==> run_1/layer_met1.png <==
Scale: 3 px per um. Supply wires on this layer in gray. Cells faint in the background.
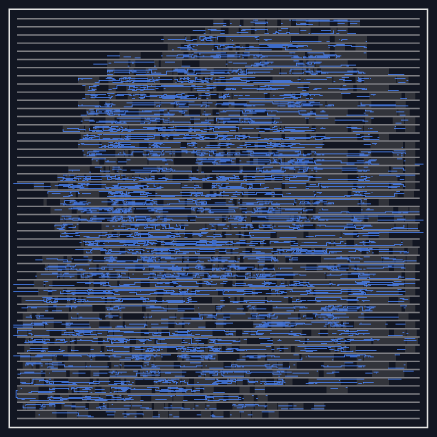
==> run_1/layer_met2.png <==
Scale: 3 px per um.
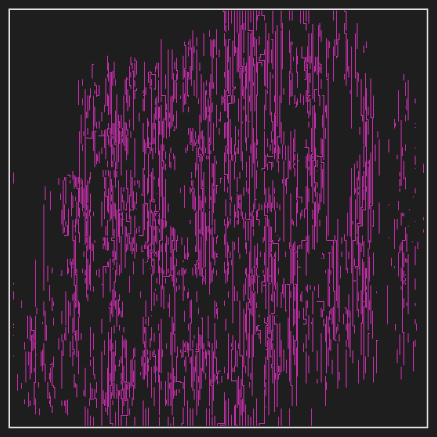
==> run_1/layer_met3.png <==
Scale: 4 px per um. Cells faint in the background.
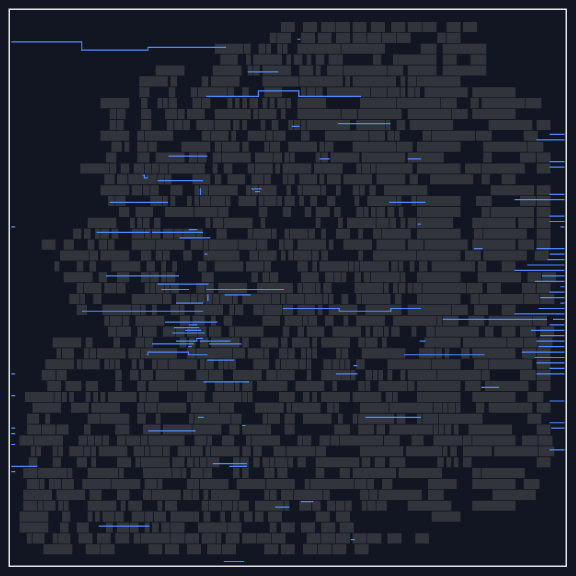
<file path="src/rtl/buf_cmd_pkg.sv">
// rtl/buf_cmd_pkg.sv - shared command-stream constants for the buffer writer and executor
package buf_cmd_pkg;

    localparam int CMD_W = 40;

    localparam logic [1:0] OP_CLASS_REG  = 2'b01;
    localparam logic [1:0] OP_CLASS_MISC = 2'b10;

    localparam logic [5:0] MISC_NOP  = 6'd0;
    localparam logic [5:0] MISC_STB  = 6'd1;
    localparam logic [5:0] MISC_DONE = 6'd63;

    localparam logic [1:0] ADDR_HDR  = 2'd0;
    localparam logic [1:0] ADDR_DATA = 2'd1;
    localparam logic [1:0] ADDR_DONE = 2'd2;
    localparam logic [1:0] ADDR_THR  = 2'd3;

    localparam logic [7:0] OP_NOP  = {OP_CLASS_MISC, MISC_NOP};
    localparam logic [7:0] OP_DONE = {OP_CLASS_MISC, MISC_DONE};

    typedef enum logic [1:0] {
        S_IDLE  = 2'd0,
        S_START = 2'd1,
        S_RUN   = 2'd2
    } start_state_t;

    function automatic logic [CMD_W-1:0] make_cmd(input logic [7:0] opcode, input logic [31:0] data);
        return {opcode, data};
    endfunction

endpackage

</file>
<file path="src/rtl/buf_skid_fifo.sv">
// rtl/buf_skid_fifo.sv - small power-of-two skid buffer holding command words
module buf_skid_fifo #(
    parameter int DEPTH = 2,
    parameter int W     = 40,
    parameter int CW    = $clog2(DEPTH) + 1
) (
    input  logic          clk,
    input  logic          rst,
    input  logic          flush,
    input  logic          push,
    input  logic [W-1:0]  push_data,
    input  logic          pop,
    output logic [W-1:0]  head_data,
    output logic [CW-1:0] count,
    output logic          full,
    output logic          empty
);

    localparam int PW = $clog2(DEPTH);

    logic [W-1:0]  mem [DEPTH];
    logic [PW-1:0] wr_ptr;
    logic [PW-1:0] rd_ptr;
    logic          do_push;
    logic          do_pop;

    assign full      = (count == CW'(DEPTH));
    assign empty     = (count == '0);
    assign do_push   = push && !full;
    assign do_pop    = pop && !empty;
    assign head_data = mem[rd_ptr];

    // Pointers wrap naturally because DEPTH is a power of two.
    always_ff @(posedge clk) begin
        if (rst || flush) begin
            wr_ptr <= '0;
            rd_ptr <= '0;
            count  <= '0;
        end else begin
            if (do_push) begin
                wr_ptr <= wr_ptr + 1'b1;
            end
            if (do_pop) begin
                rd_ptr <= rd_ptr + 1'b1;
            end
            if (do_push && !do_pop) begin
                count <= count + 1'b1;
            end else if (do_pop && !do_push) begin
                count <= count - 1'b1;
            end
        end
    end

    always_ff @(posedge clk) begin
        if (do_push && !rst && !flush) begin
            mem[wr_ptr] <= push_data;
        end
    end

endmodule

</file>
<file path="src/rtl/buf_cmd_writer.sv">
// rtl/buf_cmd_writer.sv - host register writes to 40-bit command words with auto executor start
module buf_cmd_writer
    import buf_cmd_pkg::*;
#(
    parameter int DEPTH = 2,
    parameter int CNT_W = 32
) (
    input  logic             clk,
    input  logic             rst,
    input  logic [1:0]       host_addr,
    input  logic [31:0]      host_data,
    input  logic             host_stb,
    output logic             host_busy,
    input  logic             flush,
    input  logic             fifo_full,
    output logic [CMD_W-1:0] fifo_data,
    output logic             fifo_write,
    input  logic             exec_busy,
    output logic             exec_start,
    output logic [CNT_W-1:0] words_written,
    output logic             overflow
);

    localparam int CW = $clog2(DEPTH) + 1;

    logic [7:0]       header;
    logic [CNT_W-1:0] threshold;
    logic [CNT_W-1:0] since_start;
    logic             done_armed;
    logic [CW-1:0]    count;
    logic             full;
    logic             empty;

    logic             wr_hdr;
    logic             wr_data;
    logic             wr_done;
    logic             wr_thr;
    logic             push_req;
    logic             push;
    logic             pop;
    logic [CMD_W-1:0] push_data;
    logic             thr_hit;

    start_state_t     state;
    start_state_t     state_next;
    logic [1:0]       run_cnt;
    logic             seen_busy;

    // Flush takes precedence over any host write in the same cycle.
    always_comb begin
        wr_hdr    = host_stb && !flush && (host_addr == ADDR_HDR);
        wr_data   = host_stb && !flush && (host_addr == ADDR_DATA);
        wr_done   = host_stb && !flush && (host_addr == ADDR_DONE);
        wr_thr    = host_stb && !flush && (host_addr == ADDR_THR);
        push_req  = wr_data || wr_done;
        push      = push_req && !full;
        pop       = !empty && !fifo_full;
        push_data = wr_done ? make_cmd(OP_DONE, 32'h0) : make_cmd(header, host_data);
        thr_hit   = (threshold != '0) && (since_start >= threshold);
    end

    assign host_busy  = full;
    assign fifo_write = pop;

    buf_skid_fifo #(
        .DEPTH (DEPTH),
        .W     (CMD_W),
        .CW    (CW)
    ) u_skid (
        .clk       (clk),
        .rst       (rst),
        .flush     (flush),
        .push      (push),
        .push_data (push_data),
        .pop       (pop),
        .head_data (fifo_data),
        .count     (count),
        .full      (full),
        .empty     (empty)
    );

    always_ff @(posedge clk) begin
        if (rst) begin
            header    <= OP_NOP;
            threshold <= '0;
        end else begin
            if (wr_hdr) begin
                header <= host_data[7:0];
            end
            if (wr_thr) begin
                threshold <= CNT_W'(host_data);
            end
        end
    end

    always_comb begin
        state_next = state;
        case (state)
            S_IDLE: begin
                if (!exec_busy && (thr_hit || (done_armed && empty))) begin
                    state_next = S_START;
                end
            end
            S_START: state_next = S_RUN;
            S_RUN: begin
                // Leave on busy falling, or if the executor never raised busy at all.
                if (seen_busy && !exec_busy) begin
                    state_next = S_IDLE;
                end else if (!seen_busy && !exec_busy && (run_cnt == 2'd3)) begin
                    state_next = S_IDLE;
                end
            end
            default: state_next = S_IDLE;
        endcase
    end

    always_ff @(posedge clk) begin
        if (rst || flush) begin
            state         <= S_IDLE;
            exec_start    <= 1'b0;
            words_written <= '0;
            since_start   <= '0;
            done_armed    <= 1'b0;
            overflow      <= 1'b0;
            run_cnt       <= 2'd0;
            seen_busy     <= 1'b0;
        end else begin
            state      <= state_next;
            exec_start <= (state_next == S_START);

            if (pop) begin
                words_written <= words_written + 1'b1;
            end

            if (state == S_START) begin
                since_start <= {{(CNT_W-1){1'b0}}, pop};
            end else if (pop && (since_start != '1)) begin
                since_start <= since_start + 1'b1;
            end

            if (wr_done && push) begin
                done_armed <= 1'b1;
            end else if (state == S_START) begin
                done_armed <= 1'b0;
            end

            if (push_req && full) begin
                overflow <= 1'b1;
            end

            if (state != S_RUN) begin
                run_cnt   <= 2'd0;
                seen_busy <= 1'b0;
            end else if (exec_busy) begin
                seen_busy <= 1'b1;
            end else if (run_cnt != 2'd3) begin
                run_cnt <= run_cnt + 1'b1;
            end
        end
    end

endmodule
</file>
<file path="config.mk">
export PLATFORM = sky130hd
export DESIGN_NAME = buf_cmd_writer
export DESIGN_NICKNAME = d
export VERILOG_FILES = /design/src/rtl/buf_cmd_pkg.sv /design/src/rtl/buf_skid_fifo.sv /design/src/rtl/buf_cmd_writer.sv
export SDC_FILE = /design/constraint.sdc
export NUM_CORES = 1
export LEC_CHECK = 0
export CAP_MARGIN = 20
export CORE_MARGIN = 2
export CORE_UTILIZATION = 50
export DETAILED_ROUTE_END_ITERATION = 6
export GPL_TIMING_DRIVEN = 1
export PLACE_DENSITY = 0.75
export SYNTH_ARGS = -nofsm -noshare
export SYNTH_HDL_FRONTEND = slang
export SYNTH_SLANG_ARGS = --single-unit
</file>
<file path="constraint.sdc">
create_clock -name clk -period 3.8 [get_ports clk]
set_input_delay 1.14 -clock clk [delete_from_list [all_inputs] [get_ports clk]]
set_output_delay 1.14 -clock clk [all_outputs]
set_load 0.03 [all_outputs]
</file>
==> impl_metrics.json, run 1 <==
{
  "status": "finished, final reports clean",
  "grt.overflow.total": 0,
  "clkTransAtPathRegs_ns": 0.07,
  "reg2reg_to": "state[0]$_SDFF_PP0_",
  "yosysWarnings": 0,
  "clk-power_w": 0.00185,
  "timing.rr.start": "since_start[14]$_SDFFE_PP0P_",
  "ys_sh_simple_pct": 22.4,
  "path_max_fanout": 2,
  "async_flop_share_pct": 0,
  "required_ns": 2.66,
  "clock_buffers": 17,
  "antenna_found_initial": 0,
  "powerSeq_w": 0.00223,
  "top_logic_kind": "simple AND/OR/NAND/NOR gates",
  "crit_path_end_kind": "output pin",
  "die_w_um": 139,
  "synthTopCellsByCount": "nand2_1, dfxtp_1, edfxtp_1",
  "comb-cell-share_pct": 36.4,
  "top_cell_area_share_pct": 26.4,
  "final_hold_viol_count": 0,
  "ys_cells": 908,
  "die_h_um": 139,
  "aoi_share_pct": 8.58,
  "grt_pass1_vias": 6746,
  "nFillCells": 1473,
  "cp-start-kind": "input port",
  "clkCellAreaFrac_pct": 5.44,
  "place_congestion": 0.841,
  "nets": 1099,
  "ir_worst_vdd_mv": 0.327,
  "nNonClkBuffers": 133,
  "cp-startpoint": "fifo_full",
  "clock_path_buffers": 2,
  "final_cell_mix": "nand2_1, dfxtp_1, clkdlybuf4s50_1, edfxtp_1, a21oi_1",
  "p_clk_share_pct": 42.5,
  "cts_resized": 0,
  "area_growth_pct": 22.9,
  "maxSlewHeadroom_pct": 33.8,
  "dp_slack_ns": 0.193,
  "synth_cells": 908,
  "crit_path_end": "fifo_write",
  "largest_register": "u_skid.mem",
  "drtIter0Drc": 624,
  "drv_slew": 0,
  "drc": 0,
  "clockRootBuffer": "clkbuf_16",
  "worstHoldEndpoint": "header[6]$_SDFFE_PP0P_",
  "cts_hold_buf": 0,
  "fp_util_pct": 50.8,
  "row_count": 49,
  "antenna_cells": 0,
  "ys_ff": 197,
  "layout-drive-gt1-share_pct": 10.9,
  "rsz0062_at_grt": "no",
  "reg2regPathDepth": 6,
  "powerComb_w": 0.000265,
  "ys_area_mm2": 0.00910,
  "timing.setup.tns_ns": 0,
  "hp-start": "header[6]$_SDFFE_PP0P_",
  "fin_crit_sh_pct": 94.6,
  "port_buffers": 115,
  "comb_cells": 635,
  "synth_cell_type_count": 53,
  "warnings": 26,
  "htree_levels": 4,
  "fin_ws_ns": 0.205,
  "io_pins": 116,
  "drt_pre_antenna_iters": 5,
  "ys_seq_share_pct": 52.2
}
Back to the opening pictures, layer_met1.png:
The wires run mostly horizontal. The layer carries 9680 um of wire. The layer holds 47% of the routed length.
Detailed Route WL: 20700 um
DR vias: 7066

Back to the opening pictures, layer_met2.png:
The layer holds 48% of the routed length. 921 nets have wire on it. The layer carries 9880 um of wire. The longest straight run is 54.1 um.

Back to the opening pictures, layer_met3.png:
89 nets have wire on it. The layer carries 773 um of wire.
GRT met3 Usage: 3.38%

==> run 1: stage by stage <==
| step | utilization (%) | area [um2] |
|---|---|---|
| floorplan | - | 9100 |
| global placement | 59.0 | 10600 |
| detailed placement | 59.0 | 10600 |
| CTS | 62.4 | 11200 |
| global route | 62.4 | 11200 |
| finish | 62.4 | 11200 |
==> run 1: critical path, stage by stage <==
cell and delay (ns):
clkdlybuf4s50_1 0.38, o21bai_2 0.20, clkinv_1 0.06, clkdlybuf4s50_1 0.67
==> run 1: per-layer routing <==
metal	up-vias	track usage [%]	wire [um]
met2	164	35.1	9880
met3	21	3.38	773
met1	3384	30.6	9680
li1	3497	-	-
met5	-	0	0
met4	0	6.11	321
==> run 1 -> run 2 <==
- TNS_END_PERCENT: not set -> 100
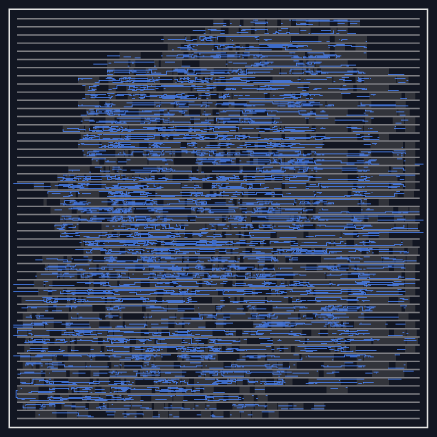
(run_2/layer_met1.png)
Scale: 3 px per um. Supply wires on this layer in gray. Cells faint in the background.
1018 nets have wire on it. The layer carries 9680 um of wire. The wires run mostly horizontal. The longest straight run is 31.3 um. The layer holds 47% of the routed length.
met1 Track Usage GR: 30.6%

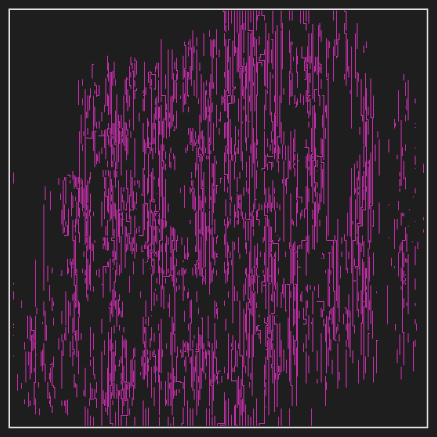
(run_2/layer_met2.png)
Scale: 3 px per um.
The wires run mostly vertical. The layer carries 9880 um of wire. 921 nets have wire on it. The longest straight run is 54.1 um.

==> run 2 against run 1 <==
Compared with the run above: non-clock buffer count stayed put; via count is the same; critical path depth is the same; clock-buffer cell count is the same; register-to-register slack barely moved; critical path type unchanged.
==> impl_metrics.json, run 2 <==
{
  "reg2reg_to": "state[0]$_SDFF_PP0_",
  "crit_top_cell": "clkdlybuf4s50_1",
  "die_h_um": 139,
  "port_buffers": 115,
  "crit_path_end": "fifo_write",
  "synthTopCellsByCount": "nand2_1, dfxtp_1, edfxtp_1",
  "top_logic_kind": "simple AND/OR/NAND/NOR gates",
  "ys_sh_simple_pct": 22.4,
  "required_ns": 2.66,
  "async_flop_share_pct": 0,
  "vias": 7066,
  "drc": 0,
  "clockRootBuffer": "clkbuf_16",
  "design_area_mm2": 0.0112,
  "reg2regPathDepth": 6,
  "antenna_found_initial": 0,
  "drt_pre_antenna_iters": 5,
  "path_max_fanout": 2,
  "fin_util_pct": 62.4,
  "slowest_delay_ns": 0.67,
  "path_buffers": 3,
  "nets": 1099,
  "dp_slack_ns": 0.193,
  "fin_crit_ns": 3.60,
  "top_cell_area_share_pct": 26.4,
  "final_cell_mix": "nand2_1, dfxtp_1, clkdlybuf4s50_1, edfxtp_1, a21oi_1",
  "fp_util_pct": 50.8,
  "clkCellAreaFrac_pct": 5.44,
  "fin_crit_sh_pct": 94.6,
  "timing.setup.tns_ns": 0,
  "top_layer_used": "met4",
  "comb_cells": 635,
  "ys_seq_share_pct": 52.2,
  "hp-start": "header[6]$_SDFFE_PP0P_",
  "status": "finished, final reports clean",
  "ys_ff": 197,
  "layout-drive-gt1-share_pct": 10.9,
  "fin_ws_ns": 0.205,
  "htree_levels": 4,
  "maxSlewHeadroom_pct": 33.8,
  "cp_top_family": "buffers and inverters",
  "place_area_mm2": 0.0106,
  "synth_cells": 908,
  "final_hold_viol_count": 0,
  "cts_resized": 0,
  "drv_slew": 0,
  "grt.overflow.total": 0,
  "timing.rr.start": "since_start[14]$_SDFFE_PP0P_",
  "warnings": 26,
  "io_pins": 116,
  "grt_pass1_vias": 6746,
  "wl_met2_um": 9880,
  "nFillCells": 1473,
  "crit_path_end_kind": "output pin",
  "ys_area_mm2": 0.00910,
  "cp-startpoint": "fifo_full",
  "drt-met1-wl_um": 9680,
  "worstHoldEndpoint": "header[6]$_SDFFE_PP0P_",
  "largest_register": "u_skid.mem",
  "routed_wl_um": 20700,
  "clkTransAtPathRegs_ns": 0.07,
  "drtIter0Drc": 624,
  "ys_cells": 908,
  "cts_hold_buf": 0,
  "cpMaxStageDelayCell": "clkdlybuf4s50_1",
  "crit_chain": "clkdlybuf4s50_1, o21bai_2, clkinv_1, clkdlybuf4s50_1",
  "cp-start-kind": "input port",
  "clock_path_buffers": 2,
  "area_growth_pct": 22.9,
  "ir_worst_vdd_mv": 0.327,
  "comb-cell-share_pct": 36.4,
  "die_w_um": 139,
  "row_count": 49,
  "aoi_share_pct": 8.58,
  "met3_length_um": 773,
  "rsz0062_at_grt": "no",
  "yosysWarnings": 0
}
-- run 2: cell counts in the layout (fill, tap and decap cells not counted) --
Identical to the previous run, type by type.
-- run 2: per-layer routing --
| layer | vias up | track usage (%) |
|---|---|---|
| li1 | 3497 | - |
| met1 | 3384 | 30.6 |
| met2 | 164 | 35.1 |
| met3 | 21 | 3.38 |
| met4 | 0 | 6.11 |
| met5 | - | 0 |
-- run 2: power by group --
part           switching (W)  total [W]  internal, W
sequential         0.0000140    0.00223      0.00222
clock               0.000846    0.00185      0.00100
combinational       0.000149   0.000265     0.000116
total                0.00101    0.00434      0.00333
-- run 2: worst register-to-register path: stages, from the launching register on --
cell and delay, ns:
dfxtp_1 0.39, ha_1 0.37, nand4_1 0.17, or4_1 0.57
or4_1 0.44, a31oi_1 0.32, o41a_1 0.19
Power and IR drop assume default switching activity.
